$ cat src/rtl/fetch_unit_if.sv
// Handshake bundle between the fetch unit, the instruction memory and decode.
// The fetch unit drives through master; the memory/decode side uses slave.
interface fetch_unit_if;
  logic        imem_req;
  logic [15:0] imem_addr;
  logic        imem_ready;
  logic [15:0] imem_data;
  logic        redirect;
  logic [15:0] redirect_pc;
  logic        stall;
  logic        halt;
  logic        if_valid;
  logic [15:0] if_instr;
  logic [15:0] if_pc_inc;

  modport master (
    output imem_req, imem_addr, if_valid, if_instr, if_pc_inc,
    input  imem_ready, imem_data, redirect, redirect_pc, stall, halt
  );

  modport slave (
    input  imem_req, imem_addr, if_valid, if_instr, if_pc_inc,
    output imem_ready, imem_data, redirect, redirect_pc, stall, halt
  );
endinterface

$ cat src/rtl/fetch_unit.sv
// Instruction-fetch front end: owns the fetch PC, fetches through a non-committing
// req/ready memory port and feeds decode from a small circular prefetch queue.
module fetch_unit #(
  parameter int          DEPTH     = 4,
  parameter logic [15:0] RESET_PC  = 16'h0000,
  parameter logic [15:0] NOP_INSTR = 16'h0800
) (
  input  logic         clk,
  input  logic         rst,
  fetch_unit_if.master bus
);

  localparam int AW = $clog2(DEPTH);
  localparam int CW = AW + 1;

  typedef enum logic {ST_RUN, ST_HALTED} state_t;

  state_t          state_q, state_d;
  logic [15:0]     pc_q, pc_d;
  logic [AW-1:0]   rd_ptr_q, rd_ptr_d;
  logic [AW-1:0]   wr_ptr_q, wr_ptr_d;
  logic [CW-1:0]   count_q, count_d;

  logic [15:0]     instr_mem_q [DEPTH];
  logic [15:0]     pcinc_mem_q [DEPTH];

  logic            not_empty;
  logic            push;
  logic            pop;

  assign not_empty     = (count_q != '0);
  // Gated with rst so the request is low while reset is held, not just after it.
  assign bus.imem_req  = rst && (state_q == ST_RUN) && (count_q < CW'(DEPTH));
  assign bus.imem_addr = pc_q;

  assign push          = bus.imem_req && bus.imem_ready && !bus.redirect;
  assign bus.if_valid  = not_empty && !bus.redirect;
  assign pop           = bus.if_valid && !bus.stall;

  assign bus.if_instr  = not_empty ? instr_mem_q[rd_ptr_q] : NOP_INSTR;
  assign bus.if_pc_inc = not_empty ? pcinc_mem_q[rd_ptr_q] : 16'h0000;

  always_comb begin
    state_d  = state_q;
    pc_d     = pc_q;
    rd_ptr_d = rd_ptr_q;
    wr_ptr_d = wr_ptr_q;
    count_d  = count_q;

    if (bus.halt) begin
      state_d = ST_HALTED;
    end

    // A redirect overrides everything: flush, drop the response, load the new PC.
    if (bus.redirect) begin
      pc_d     = bus.redirect_pc;
      rd_ptr_d = '0;
      wr_ptr_d = '0;
      count_d  = '0;
    end else begin
      if (push) begin
        pc_d     = pc_q + 16'd2;
        wr_ptr_d = wr_ptr_q + AW'(1);
      end
      if (pop) begin
        rd_ptr_d = rd_ptr_q + AW'(1);
      end
      count_d = count_q + CW'(push) - CW'(pop);
    end
  end

  always_ff @(posedge clk or negedge rst) begin
    if (!rst) begin
      state_q  <= ST_RUN;
      pc_q     <= RESET_PC;
      rd_ptr_q <= '0;
      wr_ptr_q <= '0;
      count_q  <= '0;
    end else begin
      state_q  <= state_d;
      pc_q     <= pc_d;
      rd_ptr_q <= rd_ptr_d;
      wr_ptr_q <= wr_ptr_d;
      count_q  <= count_d;
    end
  end

  always_ff @(posedge clk) begin
    if (push) begin
      instr_mem_q[wr_ptr_q] <= bus.imem_data;
      pcinc_mem_q[wr_ptr_q] <= pc_q + 16'd2;
    end
  end

endmodule

$ cat src/flat_wrapper.sv
// flat-port wrapper written by rule: the top's interface ports become plain ports
module fetch_unit_flat 
#(
  parameter int          DEPTH     = 4,
  parameter logic [15:0] RESET_PC  = 16'h0000,
  parameter logic [15:0] NOP_INSTR = 16'h0800
)
  (clk, rst, bus_imem_req, bus_imem_addr, bus_if_valid, bus_if_instr, bus_if_pc_inc, bus_imem_ready, bus_imem_data, bus_redirect, bus_redirect_pc, bus_stall, bus_halt);
  fetch_unit_if bus_i ();
  input  logic clk;
  input  logic rst;
  output wire logic [$bits(bus_i.imem_req)-1:0] bus_imem_req;
  output wire logic [$bits(bus_i.imem_addr)-1:0] bus_imem_addr;
  output wire logic [$bits(bus_i.if_valid)-1:0] bus_if_valid;
  output wire logic [$bits(bus_i.if_instr)-1:0] bus_if_instr;
  output wire logic [$bits(bus_i.if_pc_inc)-1:0] bus_if_pc_inc;
  input wire logic [$bits(bus_i.imem_ready)-1:0] bus_imem_ready;
  input wire logic [$bits(bus_i.imem_data)-1:0] bus_imem_data;
  input wire logic [$bits(bus_i.redirect)-1:0] bus_redirect;
  input wire logic [$bits(bus_i.redirect_pc)-1:0] bus_redirect_pc;
  input wire logic [$bits(bus_i.stall)-1:0] bus_stall;
  input wire logic [$bits(bus_i.halt)-1:0] bus_halt;
  assign bus_imem_req = bus_i.imem_req;
  assign bus_imem_addr = bus_i.imem_addr;
  assign bus_if_valid = bus_i.if_valid;
  assign bus_if_instr = bus_i.if_instr;
  assign bus_if_pc_inc = bus_i.if_pc_inc;
  assign bus_i.imem_ready = bus_imem_ready;
  assign bus_i.imem_data = bus_imem_data;
  assign bus_i.redirect = bus_redirect;
  assign bus_i.redirect_pc = bus_redirect_pc;
  assign bus_i.stall = bus_stall;
  assign bus_i.halt = bus_halt;
  fetch_unit #(.DEPTH(DEPTH), .RESET_PC(RESET_PC), .NOP_INSTR(NOP_INSTR)) u_core (.clk(clk), .rst(rst), .bus(bus_i));
endmodule
$ cat config.mk
export PLATFORM = sky130hd
export DESIGN_NAME = fetch_unit_flat
export DESIGN_NICKNAME = d
export VERILOG_FILES = /design/src/rtl/fetch_unit_if.sv /design/src/rtl/fetch_unit.sv /design/src/flat_wrapper.sv
export SDC_FILE = /design/constraint.sdc
export NUM_CORES = 1
export LEC_CHECK = 0
export CAP_MARGIN = 0
export CELL_PAD_IN_SITES_DETAIL_PLACEMENT = 0
export CELL_PAD_IN_SITES_GLOBAL_PLACEMENT = 2
export CORE_MARGIN = 2
export CORE_UTILIZATION = 43
export CTS_BUF_LIST = sky130_fd_sc_hd__clkbuf_8 sky130_fd_sc_hd__clkbuf_16
export DETAILED_ROUTE_END_ITERATION = 8
export PLACE_DENSITY_LB_ADDON = 0.25
export SLEW_MARGIN = 15
export SYNTH_ARGS = -nofsm -noshare
export SYNTH_HDL_FRONTEND = slang
export SYNTH_SLANG_ARGS = --single-unit
$ cat constraint.sdc
create_clock -name clk -period 5.85 [get_ports clk]
set_input_delay 0.585 -clock clk [delete_from_list [all_inputs] [get_ports clk]]
set_output_delay 0.585 -clock clk [all_outputs]
set_load 0.01 [all_outputs]
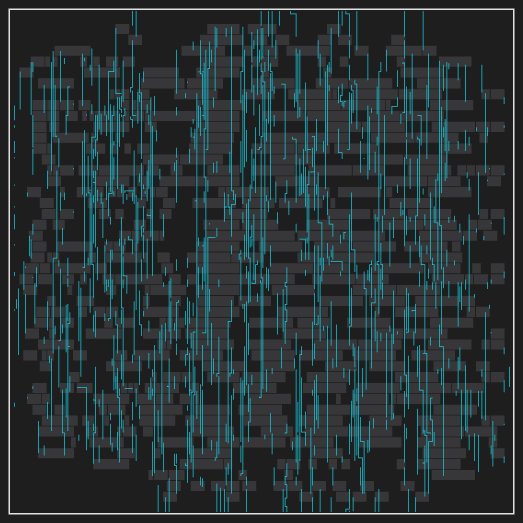
Run 1: M2 wires
Drawn at 4 px/um.
The wires run mostly vertical. 426 nets have wire on it. The layer carries 5740 um of wire. The longest straight run is 65.3 um. The layer holds 49% of the routed length.

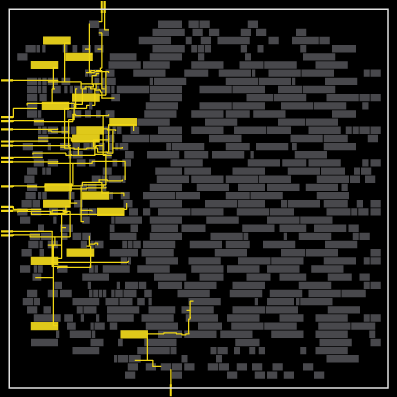
Run 1: I/O nets highlighted
Drawn at 3 px/um.
Key: yellow = `bus_imem_addr` [bits 16, direction output, end cells 16, buffers 16, wire 988 um]

==> impl_metrics.yaml, run 1 <==
# implementation run metrics
logic_synthesis:
  top_cell: "edfxtp_1"
  yosys_warnings: 0
  ys_seq_elements: 152
  yosys_area_sq_um: 6380
  syn_area_sq_um: 6380
  synth-edff-count: 128
  synth_cells: 378
  synth_top_cell_by_area: "edfxtp_1"
  ys_seq_frac: 0.697
  topCellsByArea: "edfxtp_1 (60%), mux4_2 (11%), dfrtp_1 (9.4%), nor2b_1 (3.1%), xnor2_1 (2.1%)"
  avgSynthCellArea_sq_um: 16.9
  synth_cell_types: 37
  synth_top_area_share: 0.603
final_layout:
  regArea_sq_um: 4450
  num-fill-cells: 1214
  lay_top_count: "edfxtp_1"
  n_antenna_cell: 0
  comb_area_sq_um: 1810
  drive_gt1_frac: 0.152
  final_cell_mix: "edfxtp_1 (128), clkdlybuf4s50_1 (87), mux4_2 (32), nor2b_1 (32), dfrtp_1 (23)"
  fin_util: 0.549
  area_delta_synth_final_pct: 25.0
grt:
  grt_pass1_vias: 3526
  grt_pass1_wl_mm: 18.7
  track_usage: 0.155
  gr-total-overflow: 0
  antenna_found_initial: 0
flow_run:
  cap_violations: 0
  warnings: 29
min_path:
  hold_end: "u_core.state_q$_DFFE_PN0P_"
  min_path_cells: 1
pwr:
  p_leak_nw: 2.61
  peakVddDrop_uv: 219
clock_tree:
  cts_tree: "done"
  cts_buffers: 17
  post_cts_buffers: 0
  clk_pin_slew_ns: 0.05
  root_buffer: "clkbuf_16"
  ctsResizeCount: 0
  clockBufferDepth: 2
final_timing:
  slew_viol_final: 0
  worst_slew_pin_slew_ns: 0.868
  max-slew-margin-rel: 0.422
  hold_viol: 0
  rsz0062_at_grt: "no"
  fmax_mhz: 307
  fin_tns_setup_ns: 0
  finalSetupViolCount: 0
  setup_ws_ns: 2.59
drt:
  drt-vias-per-instance: 5.03
  vias: 3342
  first_pass_iters: 4
  drc: 0
  wire_per_inst_um: 17.5
die:
  initial_core_util: 0.439
  rows: 44
  dieArea_sq_um: 15800
  core-area_sq_um: 14500
  die_w_um: 126
worst_setup_path:
  path_cells: "clkdlybuf4s50_1 -> buf_4 -> nand4bb_1 -> nor2_1 -> and2_2"
  critPathTopFamily: "simple AND/OR/NAND/NOR gates"
  start_kind: "input pin"
  critPathKind: "in2reg"
  endpoint_kind: "flip-flop"
  r2r-start: "u_core.count_q[2]$_DFF_PN0_"
  r2r_slack_ns: 3.08
  critPathMaxStageDelay_ns: 0.79
  cp.depth: 5
  worstSetupEndpoint: "u_core.instr_mem_q[0][3]$_DFFE_PP_"
placement:
  port_buffers: 87
  routabilityCongestion: 0.735
status:
  status: "finished, final reports clean"
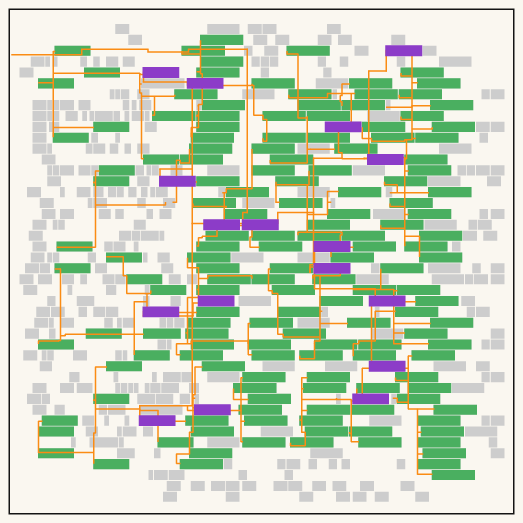
Run 1: routed clock nets over the placement
Drawn at 4 px/um.
Key: purple = clock-net drivers [count 17]; orange = clock wires [length 1600 um]; green = flip-flops [count 152]
There are 18 routed clock nets. Position of the flops: all over the die.
clk_lat worst skew: 0.41 ns
Worst Skew: 0.00483 ns
Clock power frac: 0.350
Clk. pwr: 0.996 mW

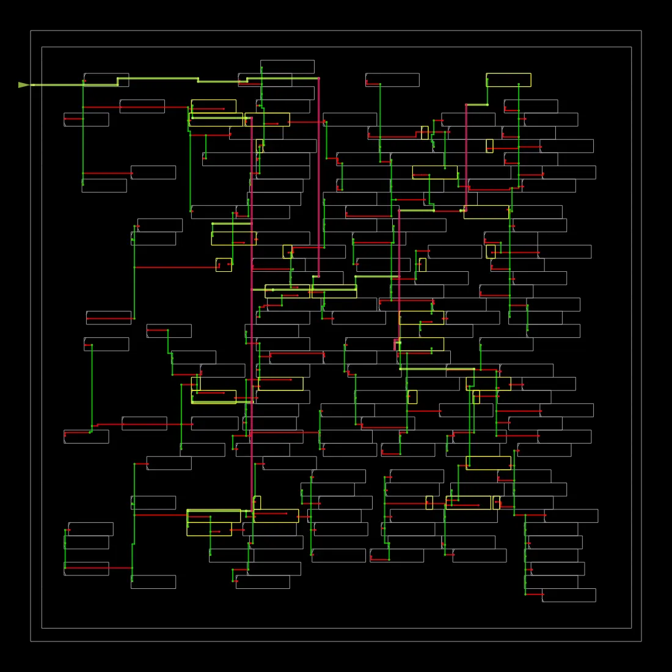
Run 1: clock routing
clock buffers: 17
number of sequential cells: 152

==> run 1: worst reg2reg max path, delay by kind of cell (launching register included) <==
kind             cells  cell delay, ns
and+or+nand+nor      3            1.94
DFF                  1            0.43
==> run 1: per-stage QoR <==
stage                     instance area (sq um)  cells  hold slack (ns)
after floorplan                            6380    378            0.289
after global placement                     7430    632            0.503
after detailed placement                   7430    632            0.518
after CTS                                  7970    664            0.531
after global routing                       7970    664            0.552
final                                      7970    664            0.525
==> run 1: state kept, by name, indices dropped and copies added, names as in the netlist <==
register,flops
u_core.bus.imem_addr,16
u_core.count_q,3
u_core.instr_mem_q,64
u_core.pcinc_mem_q,64
u_core.rd_ptr_q,2
u_core.state_q,1
u_core.wr_ptr_q,2
==> run 1: routing by layer <==
layer  share of wire  wire length, um  GRT usage  vias up
li1                -                -          -     1616
met1            0.45             5260      0.209     1635
met2            0.49             5740      0.247       79
met3           0.040              466     0.0374       12
met4           0.015              172     0.0601        0
met5               0                0          0        -
==> run 1: report_power, final <==
group / switching (mW) / leakage, nW / internal [mW]
Clock: 0.385 / 0.278 / 0.611
Sequential: 0.0278 / 1.45 / 1.20
Combinational: 0.279 / 0.884 / 0.342
==> run 1: kinds of logic after synthesis <==
logic type | after synthesis | synth area share
flops | 152 | 0.697
fa+ha+maj | 8 | 0.0169
xor+xnor | 26 | 0.0357
simple gates | 106 | 0.0922
compound gates | 22 | 0.0214
mux | 34 | 0.116
buf+inv | 30 | 0.0206
==> run 1: final cells by class <==
cell class | instances | area share
multi-input combinational | 196 | 0.227
clock buffer | 17 | 0.0534
sequential | 152 | 0.558
clock inverter | 15 | 0.0149
tap | 184 | 0.0289
inverter | 7 | 0.00330
timing repair buffer | 93 | 0.115
==> run 1 -> run 2 <==
--- a/config.mk
+++ b/config.mk
@@ -9,7 +9,7 @@
 export CELL_PAD_IN_SITES_DETAIL_PLACEMENT = 0
 export CELL_PAD_IN_SITES_GLOBAL_PLACEMENT = 2
 export CORE_MARGIN = 2
-export CORE_UTILIZATION = 43
+export CORE_UTILIZATION = 36
 export CTS_BUF_LIST = sky130_fd_sc_hd__clkbuf_8 sky130_fd_sc_hd__clkbuf_16
 export DETAILED_ROUTE_END_ITERATION = 8
 export PLACE_DENSITY_LB_ADDON = 0.25
==> constraint.sdc (replaced) <==
create_clock -name clk -period 2.7 [get_ports clk]
set_input_delay 0.27 -clock clk [delete_from_list [all_inputs] [get_ports clk]]
set_output_delay 0.27 -clock clk [all_outputs]
set_load 0.01 [all_outputs]
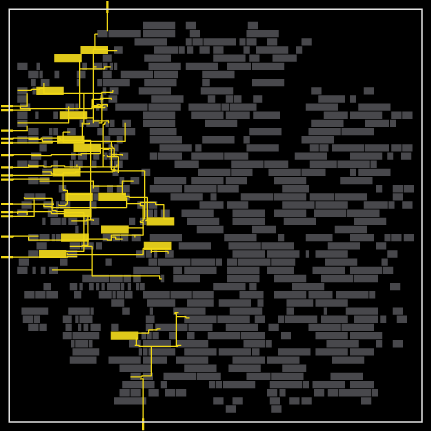
Run 2: I/O nets highlighted
Drawn at 3 px/um.
Key: yellow = `bus_imem_addr` [bits 16, direction output, end cells 16, buffers 16, wire 1100 um]

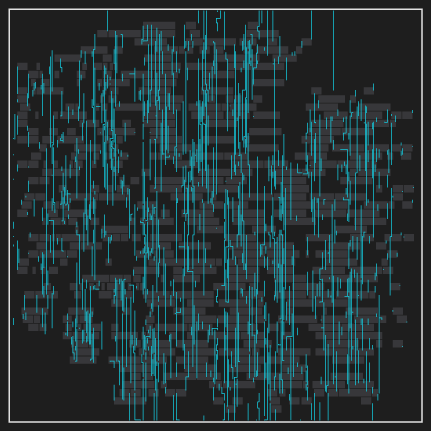
Run 2: M2 wires
Drawn at 3 px/um.
The wires run mostly vertical. The longest straight run is 48.6 um. The layer holds 49% of the routed length. The layer carries 6330 um of wire.

==> impl_metrics.yaml, run 2 <==
# implementation run metrics
status:
  status: "finished, final reports clean"
logic_synthesis:
  xor_share: 0.0357
  ys_sh_simple: 0.0922
  ff_type: "edfxtp_1"
  mux_share: 0.116
  ys_seq_frac: 0.697
  ys_seq_elements: 152
  yosys_warnings: 0
  synth_cell_types: 37
  synth-edff-count: 128
  top_cell: "edfxtp_1"
  synth-compound-area-share: 0.0214
  synth_top_cell_by_area: "edfxtp_1"
  avgSynthCellArea_sq_um: 16.9
  syn_area_sq_um: 6380
  yosys_area_sq_um: 6380
  synth_cells: 378
  synth_top_area_share: 0.603
  topCellsByArea: "edfxtp_1 (60%), mux4_2 (11%), dfrtp_1 (9.4%), nor2b_1 (3.1%), xnor2_1 (2.1%)"
  top_logic_kind: "multiplexers"
  fa_ha_area_frac: 0.0169
drt:
  vias: 3492
  drc: 0
  first_pass_iters: 4
  drt-vias-per-instance: 4.84
  wire_per_inst_um: 17.9
final_layout:
  finalNonFillerCells: 721
  area_delta_synth_final_pct: 29.6
  drive_gt1_frac: 0.194
  n_antenna_cell: 0
  stdcell_area_sq_um: 8270
  lay_top_count: "edfxtp_1"
  fin_util: 0.478
  final_cell_mix: "edfxtp_1 (128), clkdlybuf4s50_1 (87), mux4_2 (32), nor2b_1 (32)"
pwr:
  p_leak_nw: 2.70
  internal_power_mw: 4.69
  power_frac_seq: 0.422
  clockPowerShare: 0.349
  power.switching_mw: 1.66
  peakVddDrop_uv: 473
  comb_power_share: 0.230
  swShare: 0.262
die:
  die_y_um: 137
  initial_core_util: 0.369
  die_w_um: 137
  rows: 48
  dieArea_sq_um: 18800
  core-area_sq_um: 17300
final_timing:
  setup_ws_ns: 0.104
  clock_skew_ns: 0.00923
  slew_viol_final: 0
  fin_tns_setup_ns: 0
  worst_slew_pin_slew_ns: 0.489
  rsz0062_at_grt: "no"
  max-slew-margin-rel: 0.671
  hold_viol: 0
  finalSetupViolCount: 0
  fmax_mhz: 385
  fin_hold_ws_ns: 0.322
clock_tree:
  ctsHtreeMaxLevel: 4
  clockBufferDepth: 2
  cts_tree: "done"
  root_buffer: "clkbuf_16"
  cts_buffers: 17
  clk_pin_slew_ns: 0.06
  insertion_delay_ns: 0.42
  cts_sinks: 152
worst_setup_path:
  r2r-start: "u_core.bus.imem_addr[1]$_DFFE_PN0N_"
  worstSetupEndpoint: "bus_if_pc_inc[2]"
  critPathKind: "reg2out"
  reg2reg_depth: 5
  r2r_slack_ns: 0.48
  worstSetupStartpoint: "u_core.rd_ptr_q[0]$_DFFE_PN0P_"
  start_kind: "flip-flop"
  required_ns: 2.43
  endpoint_kind: "output port"
min_path:
  hold_path.class: "in2async"
grt:
  grt_max_degree: 37
  track_usage: 0.147
  grt_pass1_wl_mm: 19.9
  gr-total-overflow: 0
  grt_pass1_vias: 3712
  antenna_found_initial: 0
placement:
  dp_cells: 685
  placed_area_sq_um: 7650
  routabilityCongestion: 0.715
  port_buffers: 87
  pre_cts_slack_ns: 0.375
flow_run:
  warnings: 29
  cap_violations: 0
[run 2: logic make-up (layout without fill, tap and decap cells)]
| group | Yosys count | after routing |
|---|---|---|
| compound gates | 22 | 22 |
| xor+xnor | 26 | 26 |
| fa+ha+maj | 8 | 8 |
| buf+inv | 30 | 148 |
| flops | 152 | 152 |
| mux | 34 | 34 |
| simple gates | 106 | 106 |
[run 2: area by class of cell]
class | count | area, sq um
repair buffers | 110 | 1150
fillers | 1483 | 9030
clock buffers | 17 | 425
flip-flops and latches | 152 | 4450
clock inverters | 14 | 125
inverters | 7 | 26.3
well taps | 225 | 282
multi-input cells | 196 | 1810
[run 2: critical path, cell delays in order, from the launching register on]
cell	delay (ns)
dfrtp_2	0.44
buf_12	0.13
clkbuf_16	0.18
mux4_2	0.49
nor2b_1	0.14
clkdlybuf4s50_1	0.52
[run 2: power groups by stage]
stage	registers, mW	logic (mW)	clock network [mW]
after global routing	2.69	1.60	2.35
final	2.68	1.46	2.22
after global placement	2.74	1.42	0
after floorplan	2.70	0.732	0
after CTS	2.68	1.44	2.26
after detailed placement	2.74	1.42	0
[run 2: routing by layer]
layer / vias up / wire, um / global-route usage
li1: 1647 / - / -
met1: 1739 / 5760 / 0.184
met2: 88 / 6330 / 0.242
met3: 18 / 598 / 0.0407
met4: 0 / 185 / 0.0573
met5: - / 0 / 0
[run 2: repair_timing]
item | CTS | global route
endpoints found under the setup margin | 12 | 6
gates cloned | 0 | 1
gates resized | 0 | 0
setup buffers | 1 | 3
pin swaps | 0 | 0
==> run 2 -> run 3 <==
--- a/config.mk
+++ b/config.mk
@@ -12,7 +12,9 @@
 export CORE_UTILIZATION = 36
 export CTS_BUF_LIST = sky130_fd_sc_hd__clkbuf_8 sky130_fd_sc_hd__clkbuf_16
 export DETAILED_ROUTE_END_ITERATION = 8
+export MAX_ROUTING_LAYER = met4
 export PLACE_DENSITY_LB_ADDON = 0.25
+export RECOVER_POWER = 50
 export SLEW_MARGIN = 15
 export SYNTH_ARGS = -nofsm -noshare
 export SYNTH_HDL_FRONTEND = slang
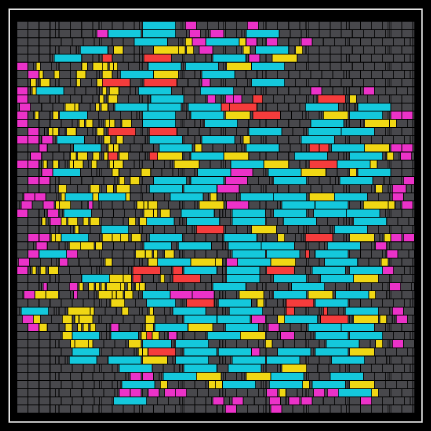
Run 3: cell classes on the final placement
Drawn at 3 px/um. Fill, decap, tap and diode cells in grey.
Key: red = clock drivers and dummy loads [cells 31]; cyan = registers [cells 152]; magenta = remaining buffers and delay cells [cells 106]; yellow = remaining logic cells [cells 203]
row cnt: 48
Final Instance Area: 8200 sq um
sequential share of cell area: 0.543
post-layout util: 0.474
Placeable Area: 17300 sq um

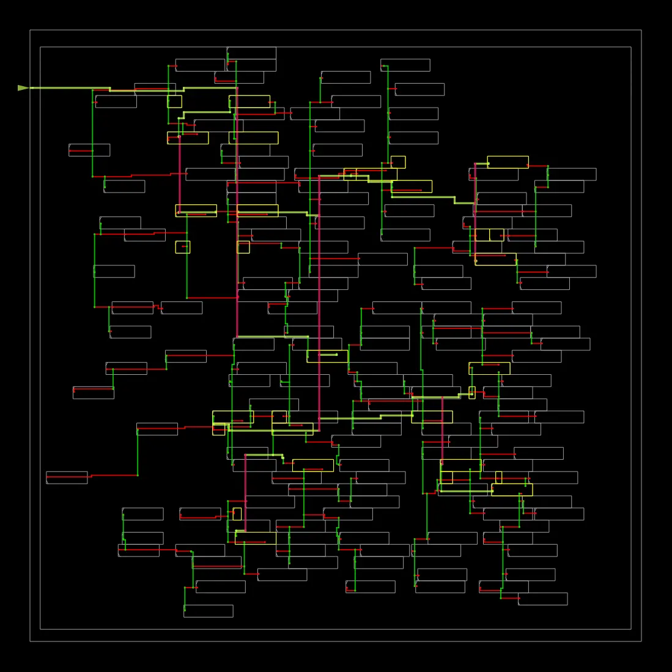
Run 3: clock routing
TritonCTS sink count: 152
clk_lat worst skew: 0.42 ns

==> impl_metrics.yaml, run 3 <==
# implementation run metrics
status:
  status: "finished, final reports clean"
final_layout:
  finalNonFillerCells: 717
  final_cell_mix: "edfxtp_1 (128), clkdlybuf4s50_1 (48), dlygate4sd3_1 (33), mux4_2 (32), nor2b_1 (32)"
  n_antenna_cell: 0
  drive_gt1_frac: 0.173
pwr:
  comb_power_share: 0.218
  p_leak_nw: 2.77
  internal_power_mw: 4.61
  power_frac_seq: 0.428
  clockPowerShare: 0.354
  peakVddDrop_uv: 473
worst_setup_path:
  r2r_slack_ns: 0.24
  reg2reg_depth: 4
  r2r-start: "u_core.count_q[2]$_DFF_PN0_"
  worstSetupEndpoint: "bus_if_instr[11]"
  critPathMaxStageDelay_ns: 0.49
  critPathTopFamily: "buffers and inverters"
  start_kind: "flip-flop"
  cp_num_buf_inv: 2
  critPathKind: "reg2out"
  critPathSlowestCell: "mux4_2"
  path_cells: "buf_4 -> mux4_2 -> or2_2 -> clkdlybuf4s50_1"
  worstSetupStartpoint: "u_core.rd_ptr_q[0]$_DFFE_PN0P_"
die:
  dieArea_sq_um: 18800
  initial_core_util: 0.369
  die_w_um: 137
placement:
  dp_cells: 685
  placed_area_sq_um: 7650
grt:
  gr-total-overflow: 0
  grt_util_met2: 0.240
  met1_usage: 0.188
  grt_pass1_vias: 3704
  antenna_found_initial: 0
  grt_pass1_wl_mm: 19.9
flow_run:
  cap_violations: 0
  warnings: 29
drt:
  wire_per_inst_um: 17.7
  wl_met2_mm: 6.27
  drc: 0
clock_tree:
  ctsHtreeMaxLevel: 4
  root_buffer: "clkbuf_16"
  ctsResizeCount: 0
logic_synthesis:
  synth_top_cell_by_area: "edfxtp_1"
  avgSynthCellArea_sq_um: 16.9
  synth-edff-count: 128
final_timing:
  max-slew-margin-rel: 0.240
  finalSetupViolCount: 0
  fmax_mhz: 386
run 3: cell counts after synthesis:
No cell type changed its count.
run 3: worst min-delay path by stage:
stage                                                 to  slack [ns]  cells past startpoint
global route                  u_core.state_q$_DFFE_PN0P_        0.42                      2
CTS                 u_core.bus.imem_addr[14]$_DFFE_PN0N_        0.34                      2
detailed placement            u_core.state_q$_DFFE_PN0P_        0.51                      1
global placement              u_core.state_q$_DFFE_PN0P_        0.51                      1
floorplan            u_core.bus.imem_addr[0]$_DFFE_PN0P_       -0.03                      0
finish               u_core.bus.imem_addr[5]$_DFFE_PN0N_        0.39                      2
run 3: through the flow:
stage	hold slack (ns)	utilization
after detailed placement	0.512	0.442
after floorplan	-0.0256	-
after global placement	0.508	0.442
after global routing	0.417	0.474
final	0.394	0.474
after CTS	0.341	0.474
run 3: power by group through the flow:
stage          clock network, mW  registers, mW  logic [mW]
4_1_cts                     2.26           2.68        1.44
5_1_grt                     2.35           2.69        1.50
3_5_place_dp                   0           2.74        1.42
3_3_place_gp                   0           2.74        1.42
6_report                    2.22           2.68        1.36
2_1_floorplan                  0           2.70       0.732
run 3: layout make-up:
cell class / count / area [sq um]
inverters: 7 / 26.3
fillers: 1493 / 9100
clock buffers: 17 / 425
repair buffers: 106 / 1090
multi-input cells: 196 / 1800
flip-flops and latches: 152 / 4450
clock inverters: 14 / 125
well taps: 225 / 282
run 3: cell families after synthesis:
kind of cell    after synthesis  share of synthesized area
flops                       152                      0.697
simple gates                106                     0.0922
buf+inv                      30                     0.0206
xor+xnor                     26                     0.0357
mux                          34                      0.116
compound gates               22                     0.0214
fa+ha+maj                     8                     0.0169
run 3: worst reg2reg max path, delay by kind of cell, from the launching register on:
family	cells	cell delay, ns
flops	1	0.44
simple gates	3	1.40
buf+inv	1	0.32
Power figures rest on the tool's default switching activity, not on a simulated workload.
